### Clock distribution, run 1

Scale bar: 100 µm.
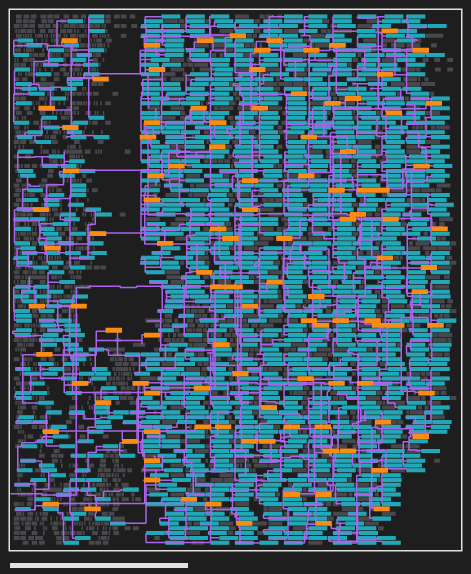
### Clock nets, run 1

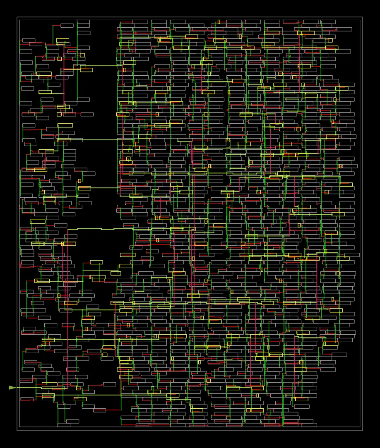
### Met4 routing, run 1

Supply wires on this layer in gray.
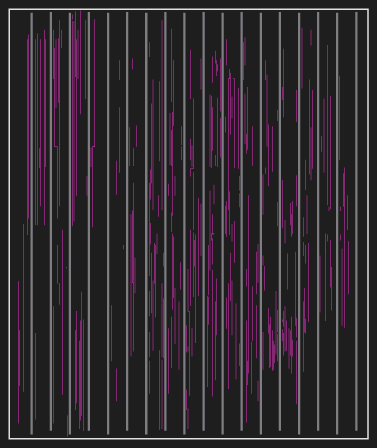
### Cells by drive strength, run 1

Scale bar: 100 µm.
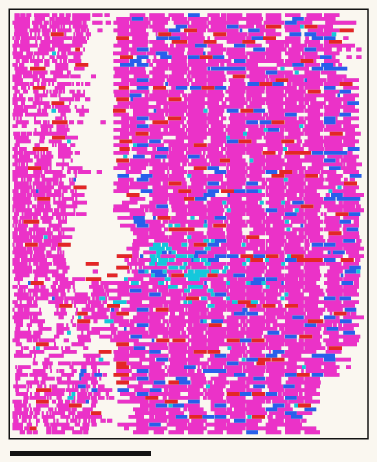
$ cat config.mk
export PLATFORM = sky130hd
export DESIGN_NAME = mac2_cyv_issuer
export DESIGN_NICKNAME = d
export VERILOG_FILES = /design/src/rtl/mac_pkg.sv /design/src/rtl/mac_result_fifo.sv /design/src/rtl/mac2_cyv_issuer.sv
export SDC_FILE = /design/constraint.sdc
export NUM_CORES = 1
export LEC_CHECK = 0
export CAP_MARGIN = 20
export CORE_ASPECT_RATIO = 1.2
export CORE_MARGIN = 1.5
export CORE_UTILIZATION = 62
export CTS_BUF_LIST = sky130_fd_sc_hd__clkbuf_4 sky130_fd_sc_hd__clkbuf_8 sky130_fd_sc_hd__clkbuf_16
export CTS_CLUSTER_SIZE = 28
export DETAILED_ROUTE_END_ITERATION = 10
export PLACE_DENSITY = 0.93
export SYNTH_ARGS = -nofsm -noshare
export SYNTH_HDL_FRONTEND = slang
export SYNTH_HIERARCHICAL = 1
export SYNTH_SLANG_ARGS = --single-unit
export TNS_END_PERCENT = 5
$ cat constraint.sdc
create_clock -name clock -period 5.55 [get_ports clock]
set_input_delay 0.8325 -clock clock [delete_from_list [all_inputs] [get_ports clock]]
set_output_delay 0.8325 -clock clock [all_outputs]
set_load 0.005 [all_outputs]
$ cat src/rtl/mac_pkg.sv
// Shared constants and helpers for the mac2 issue path.
package mac_pkg;

  localparam int unsigned DATA_W            = 32;
  // 10 cycles of mac2 plus 5 cycles of the final sum stage.
  localparam int unsigned MAC2_CORE_LATENCY = 15;

  // Width of a counter that must hold the values 0..depth inclusive.
  function automatic int unsigned cnt_w(input int unsigned depth);
    return $clog2(depth + 1);
  endfunction

endpackage

$ cat src/rtl/mac_result_fifo.sv
// Synchronous first-word-fall-through result FIFO with occupancy count.
// A write while full is dropped; a read while empty is ignored.
module mac_result_fifo #(
  parameter int unsigned DATA_W = 32,
  parameter int unsigned DEPTH  = 32
) (
  input  logic                              clock,
  input  logic                              resetn,
  input  logic                              wr_en,
  input  logic [DATA_W-1:0]                 wr_data,
  input  logic                              rd_en,
  output logic [DATA_W-1:0]                 rd_data,
  output logic [mac_pkg::cnt_w(DEPTH)-1:0]  count,
  output logic                              full,
  output logic                              empty
);
  import mac_pkg::*;

  localparam int unsigned AW = $clog2(DEPTH);
  localparam int unsigned CW = cnt_w(DEPTH);

  logic [DATA_W-1:0] mem [DEPTH];
  logic [AW-1:0]     wr_ptr;
  logic [AW-1:0]     rd_ptr;
  logic              do_wr;
  logic              do_rd;

  assign full    = (count == CW'(DEPTH));
  assign empty   = (count == '0);
  assign do_wr   = wr_en & ~full;
  assign do_rd   = rd_en & ~empty;
  assign rd_data = mem[rd_ptr];

  // Storage array; contents need no reset because count gates visibility.
  always_ff @(posedge clock) begin
    if (do_wr) mem[wr_ptr] <= wr_data;
  end

  // Pointers wrap naturally at the power-of-two depth; count tracks occupancy.
  always_ff @(posedge clock or negedge resetn) begin
    if (!resetn) begin
      wr_ptr <= '0;
      rd_ptr <= '0;
      count  <= '0;
    end else begin
      if (do_wr) wr_ptr <= wr_ptr + AW'(1);
      if (do_rd) rd_ptr <= rd_ptr + AW'(1);
      unique case ({do_wr, do_rd})
        2'b10:   count <= count + CW'(1);
        2'b01:   count <= count - CW'(1);
        default: count <= count;
      endcase
    end
  end

endmodule

$ cat src/rtl/mac2_cyv_issuer.sv
// Initiator for the free-running fixed-latency mac2 core: accepts operand
// tuples, launches them, tracks them with a valid pipe, and queues results
// in a credit-protected FWFT FIFO presented downstream with valid/ready.
module mac2_cyv_issuer #(
  parameter int unsigned DATA_W     = mac_pkg::DATA_W,
  parameter int unsigned LATENCY    = mac_pkg::MAC2_CORE_LATENCY,
  parameter int unsigned FIFO_DEPTH = 32
) (
  input  logic              clock,
  input  logic              resetn,
  input  logic              ivalid,
  output logic              oready,
  input  logic [DATA_W-1:0] datainC,
  input  logic [DATA_W-1:0] datainA0,
  input  logic [DATA_W-1:0] datainB0,
  input  logic [DATA_W-1:0] datainA1,
  input  logic [DATA_W-1:0] datainB1,
  output logic [DATA_W-1:0] core_c,
  output logic [DATA_W-1:0] core_a0,
  output logic [DATA_W-1:0] core_b0,
  output logic [DATA_W-1:0] core_a1,
  output logic [DATA_W-1:0] core_b1,
  input  logic [DATA_W-1:0] core_q,
  output logic              ovalid,
  input  logic              iready,
  output logic [DATA_W-1:0] dataout,
  output logic              busy,
  output logic              overflow_err
);
  import mac_pkg::*;

  localparam int unsigned CW = cnt_w(FIFO_DEPTH);

  logic [CW-1:0]    used;
  logic             accept;
  logic             pop;
  logic [LATENCY:0] vpipe;
  logic             fifo_wr;
  logic             fifo_full;
  logic             fifo_empty;
  logic [CW-1:0]    fifo_count;

  // Credits are reserved at accept, so the FIFO always has room when a
  // result lands; oready depends only on the registered credit count.
  assign oready  = (used < CW'(FIFO_DEPTH));
  assign accept  = ivalid & oready;
  assign pop     = ovalid & iready;
  assign ovalid  = ~fifo_empty;
  assign busy    = (used != '0);
  assign fifo_wr = vpipe[LATENCY];

  // Credit counter: in-flight ops plus queued results.
  always_ff @(posedge clock or negedge resetn) begin
    if (!resetn) begin
      used <= '0;
    end else begin
      unique case ({accept, pop})
        2'b10:   used <= used + CW'(1);
        2'b01:   used <= used - CW'(1);
        default: used <= used;
      endcase
    end
  end

  // Issue registers feeding the core; hold their value when nothing is accepted.
  always_ff @(posedge clock or negedge resetn) begin
    if (!resetn) begin
      core_c  <= '0;
      core_a0 <= '0;
      core_b0 <= '0;
      core_a1 <= '0;
      core_b1 <= '0;
    end else if (accept) begin
      core_c  <= datainC;
      core_a0 <= datainA0;
      core_b0 <= datainB0;
      core_a1 <= datainA1;
      core_b1 <= datainB1;
    end
  end

  // Valid pipe shadowing the core; the top bit marks core_q as a real result.
  always_ff @(posedge clock or negedge resetn) begin
    if (!resetn) vpipe <= '0;
    else         vpipe <= {vpipe[LATENCY-1:0], accept};
  end

  // Sticky error flag for a result landing in a full FIFO.
  always_ff @(posedge clock or negedge resetn) begin
    if (!resetn)                   overflow_err <= 1'b0;
    else if (fifo_wr && fifo_full) overflow_err <= 1'b1;
  end

  mac_result_fifo #(
    .DATA_W (DATA_W),
    .DEPTH  (FIFO_DEPTH)
  ) u_fifo (
    .clock   (clock),
    .resetn  (resetn),
    .wr_en   (fifo_wr),
    .wr_data (core_q),
    .rd_en   (pop),
    .rd_data (dataout),
    .count   (fifo_count),
    .full    (fifo_full),
    .empty   (fifo_empty)
  );

  // Queued results can never outnumber the credits held for them.
  a_fifo_within_credit: assert property (@(posedge clock) disable iff (!resetn)
    fifo_count <= used);

endmodule

==> COMMIT_EDITMSG, run 1 <==
Add synthesis and place-and-route results

- Startpoint-to-endpoint class of the critical path: reg2out
* Highest fanout seen on the critical path: 40
- In this run the clock root is driven by a sky130_fd_sc_hd__clkbuf_16.
- Starting DRT DRC Count: 3847
* Max transition margin: 21.7%
* Internal: 0.0195 W
* Met1 WL: 41.1 mm
- Area of the die: 0.0773 mm²
* DRC violation count after routing: 0
- For this run, the top clock speed supported by timing is 197 MHz.
* Number of buffers between clock root and the deepest sink: 3
- Switching power as a fraction of the total was reported as 31.9%.
* Number of antenna violations at the first check in global routing: 16
- Global routing finished with a remaining overflow of 0.
- I/O pin cnt: 392
- Met3 Wirelength: 18.4 mm
- For this configuration, the core starts out at a cell density of 62.6%.
- For this run, the chip area from Yosys synthesis comes to 0.0469 mm².
- Of the available clock period, the critical path in the final layout requires 91.5%.
- When the netlist entered floorplanning its net count stood at 2782.
- Number of storage elements in the synthesis netlist: 1223
- The layout summary lists the proportion of cells stronger than drive strength 1 as 16.1%.
- After floorplanning, the core was divided into 110 placement rows.
- Horiz. Die Dim: 254 µm
- Final Critical Period: 5.08 ns
* TNS Setup: 0 ns
- Clock-pin slew of the registers on the worst-case setup and hold paths: 0.07 ns
* Yosys warning count: 6
- Worst-case register-to-register setup slack: 1.77 ns
- The tool warning count for the run is 34.
- Port buffering added 391 buffers.
* Total Nets Final: 3203
- Sink count of the clock tree: 1223
* Drt first pass iters: 6
- The switching component of the power was reported as 0.00912 W.
* Final core occ: 74.4%
* Data required time of the worst path: 4.72 ns
- Worst Max-Slew Pin Slew: 1.17 ns
- Share of synthesized area occupied by flip-flops and latches: 76.2%
* Top cells by area in the synthesized netlist: sky130_fd_sc_hd__edfxtp_1 (66%), sky130_fd_sc_hd__dfrtp_1 (11%), sky130_fd_sc_hd__mux4_2 (9.3%)
- Maximum ir drop on the vdd rail: 0.382 mV
* Htree depth: 3
* Ys async rst share: 16.3%
- For this design, the slowest cell found on the critical path is sky130_fd_sc_hd__dfrtp_4.
* CTS tree: yes
- Min-delay worst type: in2async
- The run finished with clean final reports.
- The synthesized netlist handed to floorplanning was reported with a cell count of 2572.
* Via count of the first global-routing pass: 29000
- The most common logic cells in the final layout are sky130_fd_sc_hd__edfxtp_1 (1024), sky130_fd_sc_hd__nand2_1 (496), sky130_fd_sc_hd__clkdlybuf4s50_1 (390), sky130_fd_sc_hd__dfrtp_1 (196), sky130_fd_sc_hd__mux4_2 (193).
- Top cell type by total area after synthesis: sky130_fd_sc_hd__edfxtp_1
- Among all stages on the critical path, the maximum delay recorded is 0.77 ns.
- Vertical extent of the die: 304 µm
* Count of pins over their slew limit: 0
- Final hold analysis gives a worst-case slack of 0.172 ns.
- Among all flip-flop cells after synthesis, the most frequent one is sky130_fd_sc_hd__edfxtp_1.
* Post-Synthesis Mean Instance Area: 18.2 µm²
- The total area inside the core boundary comes to 0.0749 mm².
- Max Used Layer: met5
- Power, Total: 0.0286 W
- Relative contribution of sequential cells to total power: 41.2%
- Share of the synthesized area in the top cell type: 65.6%
- Ranked by instance count, the synthesized netlist is headed by sky130_fd_sc_hd__edfxtp_1 (1024), sky130_fd_sc_hd__nand2_1 (497), sky130_fd_sc_hd__dfrtp_1 (199), sky130_fd_sc_hd__mux4_2 (193), sky130_fd_sc_hd__mux2i_1 (128).
- The report counts max-capacitance violations totalling 0.
* Routed length per placed instance: 34.1 µm
About 'Clock distribution':
[orange] clock-net drivers | count: 109
[cyan] flip-flops | count: 1223
[purple] clock wires | length: 13100 µm
routed clock nets: 110
flops lie: all over the die
share of total power in the clock network: 27.1%
Clock Skew: 0.0286 ns
Late-Pin Clk Latency: 0.70 ns
P_clk: 0.00775 W

About 'Clock nets':
sequential cell count of the final layout: 1223
CTS buffer count: 109

About 'Met4 routing':
longest straight run: 146 µm
share of all routed wire: 7.1%
nets with wire on the layer: 159
wire length on this layer: 9910 µm

About 'Cells by drive strength':
[red] x6 and larger | cells: 137 | most used: clkbuf_16
[magenta] x1 and smaller | cells: 2589 | most used: edfxtp_1
[blue] x2 | cells: 233 | most used: mux4_2
[cyan] x3 and x4 | cells: 127 | most used: buf_4
Plain + repair buffers: 455
final worst slack: 0.470 ns
synthesis-to-layout area growth: 18.8%

run 1: power groups by stage:
stage	registers [W]	logic, W	clock network, W
floorplan	0.0116	0.00516	0
detailed placement	0.0119	0.00877	0
finish	0.0118	0.00907	0.00775
global route	0.0118	0.00949	0.00813
CTS	0.0117	0.00899	0.00778
global placement	0.0118	0.00847	0
run 1: logic make-up after synthesis:
family                     after synthesis  synth area share, %
xor gates and xnor gates                16                0.299
AOI/OAI and AO/OA                      260                 4.03
adders and majority gates               14                0.390
and+or+nand+nor                        576                 4.89
buffers and inverters                  160                 2.09
muxes                                  323                 12.1
DFF                                   1223                 76.2
run 1: how the worst max path moves through the flow:
stage | from | to | slack (ns) | cells after the start
finish | u_fifo/rd_ptr[2]$_DFFE_PN0P_ | dataout[13] | 0.47 | 6
global placement | u_fifo/rd_ptr[2]$_DFFE_PN0P_ | dataout[18] | 1.47 | 6
floorplan | u_fifo/count[0]$_DFFE_PN0P_ | u_fifo/count[5]$_DFFE_PN0P_ | 2.34 | 11
detailed placement | u_fifo/rd_ptr[2]$_DFFE_PN0P_ | dataout[14] | 1.39 | 6
CTS | u_fifo/rd_ptr[2]$_DFFE_PN0P_ | dataout[13] | 0.52 | 6
global route | u_fifo/rd_ptr[2]$_DFFE_PN0P_ | dataout[13] | 0.48 | 6
run 1: cell type report:
class	count	area, µm²	area share (%)
antenna	13	32.5	0.0584
timing repair buffer	455	4510	8.09
multi-input combinational	1189	10400	18.7
sequential	1223	35700	64.2
clock buffer	129	2900	5.20
inverter	15	58.8	0.106
clock inverter	75	744	1.34
tap	1008	1260	2.27
run 1: flip-flops by register name, summed over array words and instances, names as in the netlist:
signal	count
u_fifo/count	6
core_c	32
u_fifo/rd_ptr	5
core_b1	32
core_b0	32
core_a1	32
overflow_err	1
vpipe	16
u_fifo/mem	1024
u_fifo/wr_ptr	5
core_a0	32
used	6
run 1: metal layers:
layer / GRT usage (%) / vias to the layer above
met5: 0 / -
met4: 22.2 / 10
met3: 10.6 / 540
met2: 61.8 / 2418
met1: 42.3 / 13800
li1: - / 10900
run 1: through the flow:
step / instance area, µm² / std cells
after floorplan: 46900 / 2572
after global placement: 52000 / 3889
after detailed placement: 52000 / 3889
after CTS: 55600 / 4093
after global routing: 55700 / 4103
final: 55700 / 4107
--- run 2 (diff from run 1) ---
--- a/config.mk
+++ b/config.mk
@@ -8,11 +8,12 @@
 export CAP_MARGIN = 20
 export CORE_ASPECT_RATIO = 1.2
 export CORE_MARGIN = 1.5
-export CORE_UTILIZATION = 62
+export CORE_UTILIZATION = 58
 export CTS_BUF_LIST = sky130_fd_sc_hd__clkbuf_4 sky130_fd_sc_hd__clkbuf_8 sky130_fd_sc_hd__clkbuf_16
-export CTS_CLUSTER_SIZE = 28
+export CTS_CLUSTER_SIZE = 30
 export DETAILED_ROUTE_END_ITERATION = 10
-export PLACE_DENSITY = 0.93
+export GPL_ROUTABILITY_DRIVEN = 0
+export PLACE_DENSITY = 0.89
 export SYNTH_ARGS = -nofsm -noshare
 export SYNTH_HDL_FRONTEND = slang
 export SYNTH_HIERARCHICAL = 1
==> constraint.sdc (replaced) <==
create_clock -name clock -period 5.5 [get_ports clock]
set_input_delay 0.825 -clock clock [delete_from_list [all_inputs] [get_ports clock]]
set_output_delay 0.825 -clock clock [all_outputs]
set_load 0.005 [all_outputs]
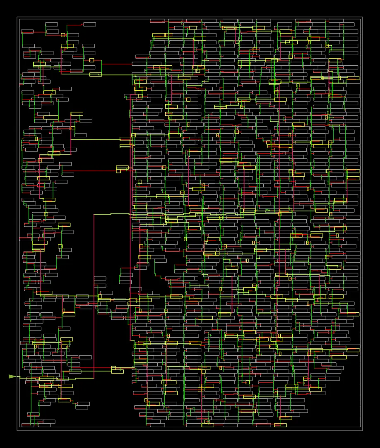
*Clock nets, run 2*
clock buffer count: 137
P_clk: 0.00777 W
sink count of the clock tree: 1223

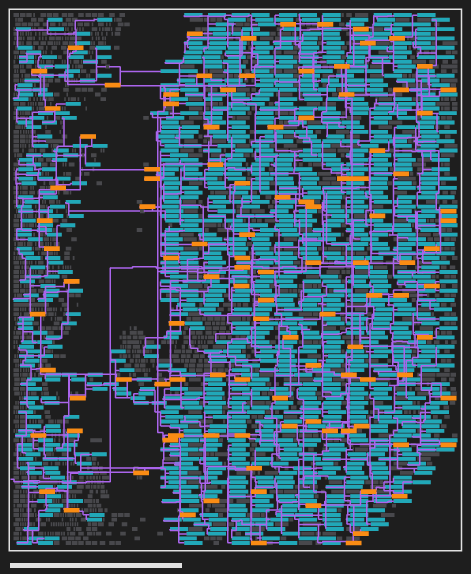
*Clock distribution, run 2*
Scale bar: 100 µm.
[purple] clock wires | length: 12900 µm
[cyan] flip-flops | count: 1223
[orange] clock-net drivers | count: 108
flops lie: all over the die
share of total power in the clock network: 26.9%
Clock Skew: 0.0371 ns

==> COMMIT_EDITMSG, run 2 <==
Add synthesis and place-and-route results

* Number of cells produced by synthesis: 2572 (unchanged)
* Min-delay worst type: in2async (unchanged)
- The number of global-route vias before repair was 28800 (was 29000).
* Count of pins over their slew limit: 0 (unchanged)
* Power per cell area: 518 mW/mm² (was 513 mW/mm²)
- Count of input and output buffers: 391 (unchanged)
- The fraction of post-synthesis cell area in the top cell type by area is 65.6% (unchanged).
- Max FFs per register: 1024 (unchanged)
- List of most frequent post-synthesis cells: sky130_fd_sc_hd__edfxtp_1 (1024), sky130_fd_sc_hd__nand2_1 (497), sky130_fd_sc_hd__dfrtp_1 (199), sky130_fd_sc_hd__mux4_2 (193), sky130_fd_sc_hd__mux2i_1 (128) (unchanged)
* Fraction of synthesized area in multiplexers: 12.1% (unchanged)
- Most common logic cell in the routed design: sky130_fd_sc_hd__edfxtp_1 (unchanged)
- The wire length of the first global-routing pass came to 195 mm (was 201 mm).
- Cell leakage power: 19.7 nW (was 19.6 nW)
- The maximum clock insertion buffer count is 3 (unchanged).
- OpenROAD reports that the post-layout worst path occupies 90.9% of the period.
- Data required time of the worst path: 4.68 ns (was 4.72 ns)
* Post-cts resize count: 0 (unchanged)
* Max frequency: 200 MHz
- The sequential cell area in the final layout came to 0.0357 mm² (unchanged).
- Register with the most flip-flops: u_fifo/mem (unchanged)
- Yosys-reported design area after synthesis: 0.0469 mm² (unchanged)
* Worst setup path start: u_fifo/rd_ptr[2]$_DFFE_PN0P_ (unchanged)
- Worst Max-Slew Pin Slew: 1.10 ns (was 1.17 ns)
- Total Nets Final: 3208 (was 3203)
- The chip footprint is 0.0825 mm² (was 0.0773 mm²).
* XORs/XNORs by Area: 0.299% (unchanged)
- Largest net degree at the start of global routing: 159 (was 111)
- The tally of max-capacitance violations was 0 (unchanged).
- Synthesis-to-layout area growth: 19.3% (was 18.8%)
- Synth logic family: multiplexers (unchanged)
- The count of antenna-violating nets left after detailed routing came to 0 (unchanged).
- The number of detailed-routing iterations run before antenna repair came to 7 (was 6).
* Cell Rows: 114 (was 110)
- The worst-case vdd ir drop came to 0.547 mV (was 0.382 mV).
* Share of synthesized area occupied by flip-flops and latches: 76.2% (unchanged)
* Placed Instance Area: 0.0521 mm² (was 0.0520 mm²)
* Max transition margin: 26.6% (was 21.7%)
- The y dimension of the die is 314 µm (was 304 µm).
- The insertion delay of the later-clocked pin in the worst-skew pair came to 0.70 ns (about the same).
- Number of cells in Yosys stat: 2572 (unchanged)
* Adder and majority gate portion of the synthesized area: 0.390% (unchanged)
- CTS buffer count: 108 (was 109)
- Final Critical Period: 5.00 ns
- Share of cells above drive strength 1: 16.4% (was 16.1%)
- Clock tree root driver cell: sky130_fd_sc_hd__clkbuf_16 (unchanged)
- Horiz. Die Dim: 262 µm (was 254 µm)
* I/O pin cnt: 392 (unchanged)
- The library cell occupying the most area in the post-synthesis netlist is sky130_fd_sc_hd__edfxtp_1 (unchanged).
- AND/OR/NAND/NOR Cells, Area Fraction: 4.89% (unchanged)
- Status: finished clean (unchanged).
- The detail-routed via count per cell was 6.61 (was 6.72).
- Combinational gate area: 0.0104 mm² (unchanged)
- The total via count in the routed design came to 27400 (was 27600).
- Arrival time at the worst endpoint: 4.18 ns (was 4.25 ns)
- The total of fill cells in the finished design is 4539 (was 4104).
- The flip-flop and latch count after synthesis came to 1223 (unchanged).
- TNS Setup: 0 ns (unchanged)
- Htree depth: 3 (unchanged)
- The number of remaining DRC errors is 0 (unchanged).
- The effective utilization at floorplan came to 58.4% (was 62.6%).
* Number of antenna violations at the first check in global routing: 15 (was 16)
- The OpenROAD warning count is 37 (was 34).
- Starting DRT DRC Count: 4016 (was 3847)
- Top FF cell, synth: sky130_fd_sc_hd__edfxtp_1 (unchanged)
- The clock-pin slew of the registers on the worst-case setup and hold paths was 0.07 ns (about the same).
- The number of nets produced by synthesis was 2782 (unchanged).
- Yosys warning count: 6 (unchanged)
* Routed length per placed instance: 33.0 µm (was 34.1 µm)
- Final core occ: 69.6% (was 74.4%)
- Startpoint-to-endpoint class of the critical path: reg2out (unchanged)
- The mean instance size in the synthesized netlist was 18.2 µm² (unchanged).
- Congestion Overflow GR: 0 (unchanged)
- Top Layout Cells: sky130_fd_sc_hd__edfxtp_1 (1024), sky130_fd_sc_hd__nand2_1 (496), sky130_fd_sc_hd__clkdlybuf4s50_1 (390), sky130_fd_sc_hd__dfrtp_1 (196), sky130_fd_sc_hd__mux4_2 (193) (unchanged).
- CTS tree: yes (unchanged)
- Fraction of the mapped netlist area in compound gates: 4.03% (unchanged)
- Area inside the core boundary: 0.0803 mm² (was 0.0749 mm²)
- The biggest fanout along the worst timing path is 60 (was 40).
* Top cells by area in the synthesized netlist: sky130_fd_sc_hd__edfxtp_1 (66%), sky130_fd_sc_hd__dfrtp_1 (11%), sky130_fd_sc_hd__mux4_2 (9.3%) (unchanged)
- The share of flip-flops with an asynchronous set or reset after synthesis came to 16.3% (unchanged).
- Post-detailed-routing wire length: 137 mm (was 140 mm)
- The final non-filler cell area was 0.0559 mm² (was 0.0557 mm²).
-- run 2: cell families after synthesis --
logic type / count (synthesis)
muxes: 323
and+or+nand+nor: 576
buffers and inverters: 160
adders and majority gates: 14
xor gates and xnor gates: 16
AOI/OAI and AO/OA: 260
DFF: 1223
-- run 2: where the power goes --
part / internal, W / total [W] / switching (W)
clock network: 0.00437 / 0.00777 / 0.00340
registers: 0.0110 / 0.0120 / 0.000922
logic: 0.00434 / 0.00919 / 0.00485
-- run 2: critical path, stage by stage (launching register included) --
cell and delay, ns:
sky130_fd_sc_hd__dfrtp_4 1.07, sky130_fd_sc_hd__nand3b_1 0.26, sky130_fd_sc_hd__buf_4 0.39, sky130_fd_sc_hd__o22ai_1 0.43
sky130_fd_sc_hd__a2111oi_1 0.11, sky130_fd_sc_hd__a311oi_1 0.52, sky130_fd_sc_hd__clkdlybuf4s50_1 0.62
-- run 2: layout make-up --
type,count,share of cell area (%)
clock inverters,65,1.17
repair buffers,461,8.37
multi-input cells,1189,18.7
well taps,1044,2.34
inverters,15,0.105
diodes,13,0.0582
clock buffers,137,5.33
flip-flops and latches,1223,64.0
-- run 2: stage by stage --
stage	power [W]	cells	hold WS [ns]	worst slack (ns)
2_1_floorplan	0.0169	2572	0.331	2.29
5_1_grt	0.0298	4146	0.0690	0.479
3_5_place_dp	0.0209	3927	0.336	1.35
3_3_place_gp	0.0205	3927	0.334	1.40
6_report	0.0289	4147	0.0443	0.498
4_1_cts	0.0288	4129	0.0266	0.568
-- run 2: path summary, 6_finish.rpt --
check                                                   end  slack [ns]  cells past startpoint
worst max-delay path                            dataout[30]        0.50                      6
worst min-delay path                core_b1[30]$_DFFE_PN0P_        0.04                      1
worst max register to register  u_fifo/count[5]$_DFFE_PN0P_        1.66                     11
worst min register to register          vpipe[13]$_DFF_PN0_        0.34                      0
max in group asynchronous            core_a0[0]$_DFFE_PN0P_        4.18                      2
min in group clock                      vpipe[13]$_DFF_PN0_        0.34                      0
-- run 2: metal layers --
layer  part of all wire (%)  routed length (µm)  global-route usage, %  vias to the layer above
li1                       -                   -                      -                    10900
met5                  0.017                  23                      0                        -
met4                    7.8               10700                   24.9                        4
met1                     30               41700                   36.9                    13700
met2                     51               69800                   56.6                     2249
met3                     11               14900                   7.68                      560
No activity file was given, so power comes from the tool's default toggle rates.
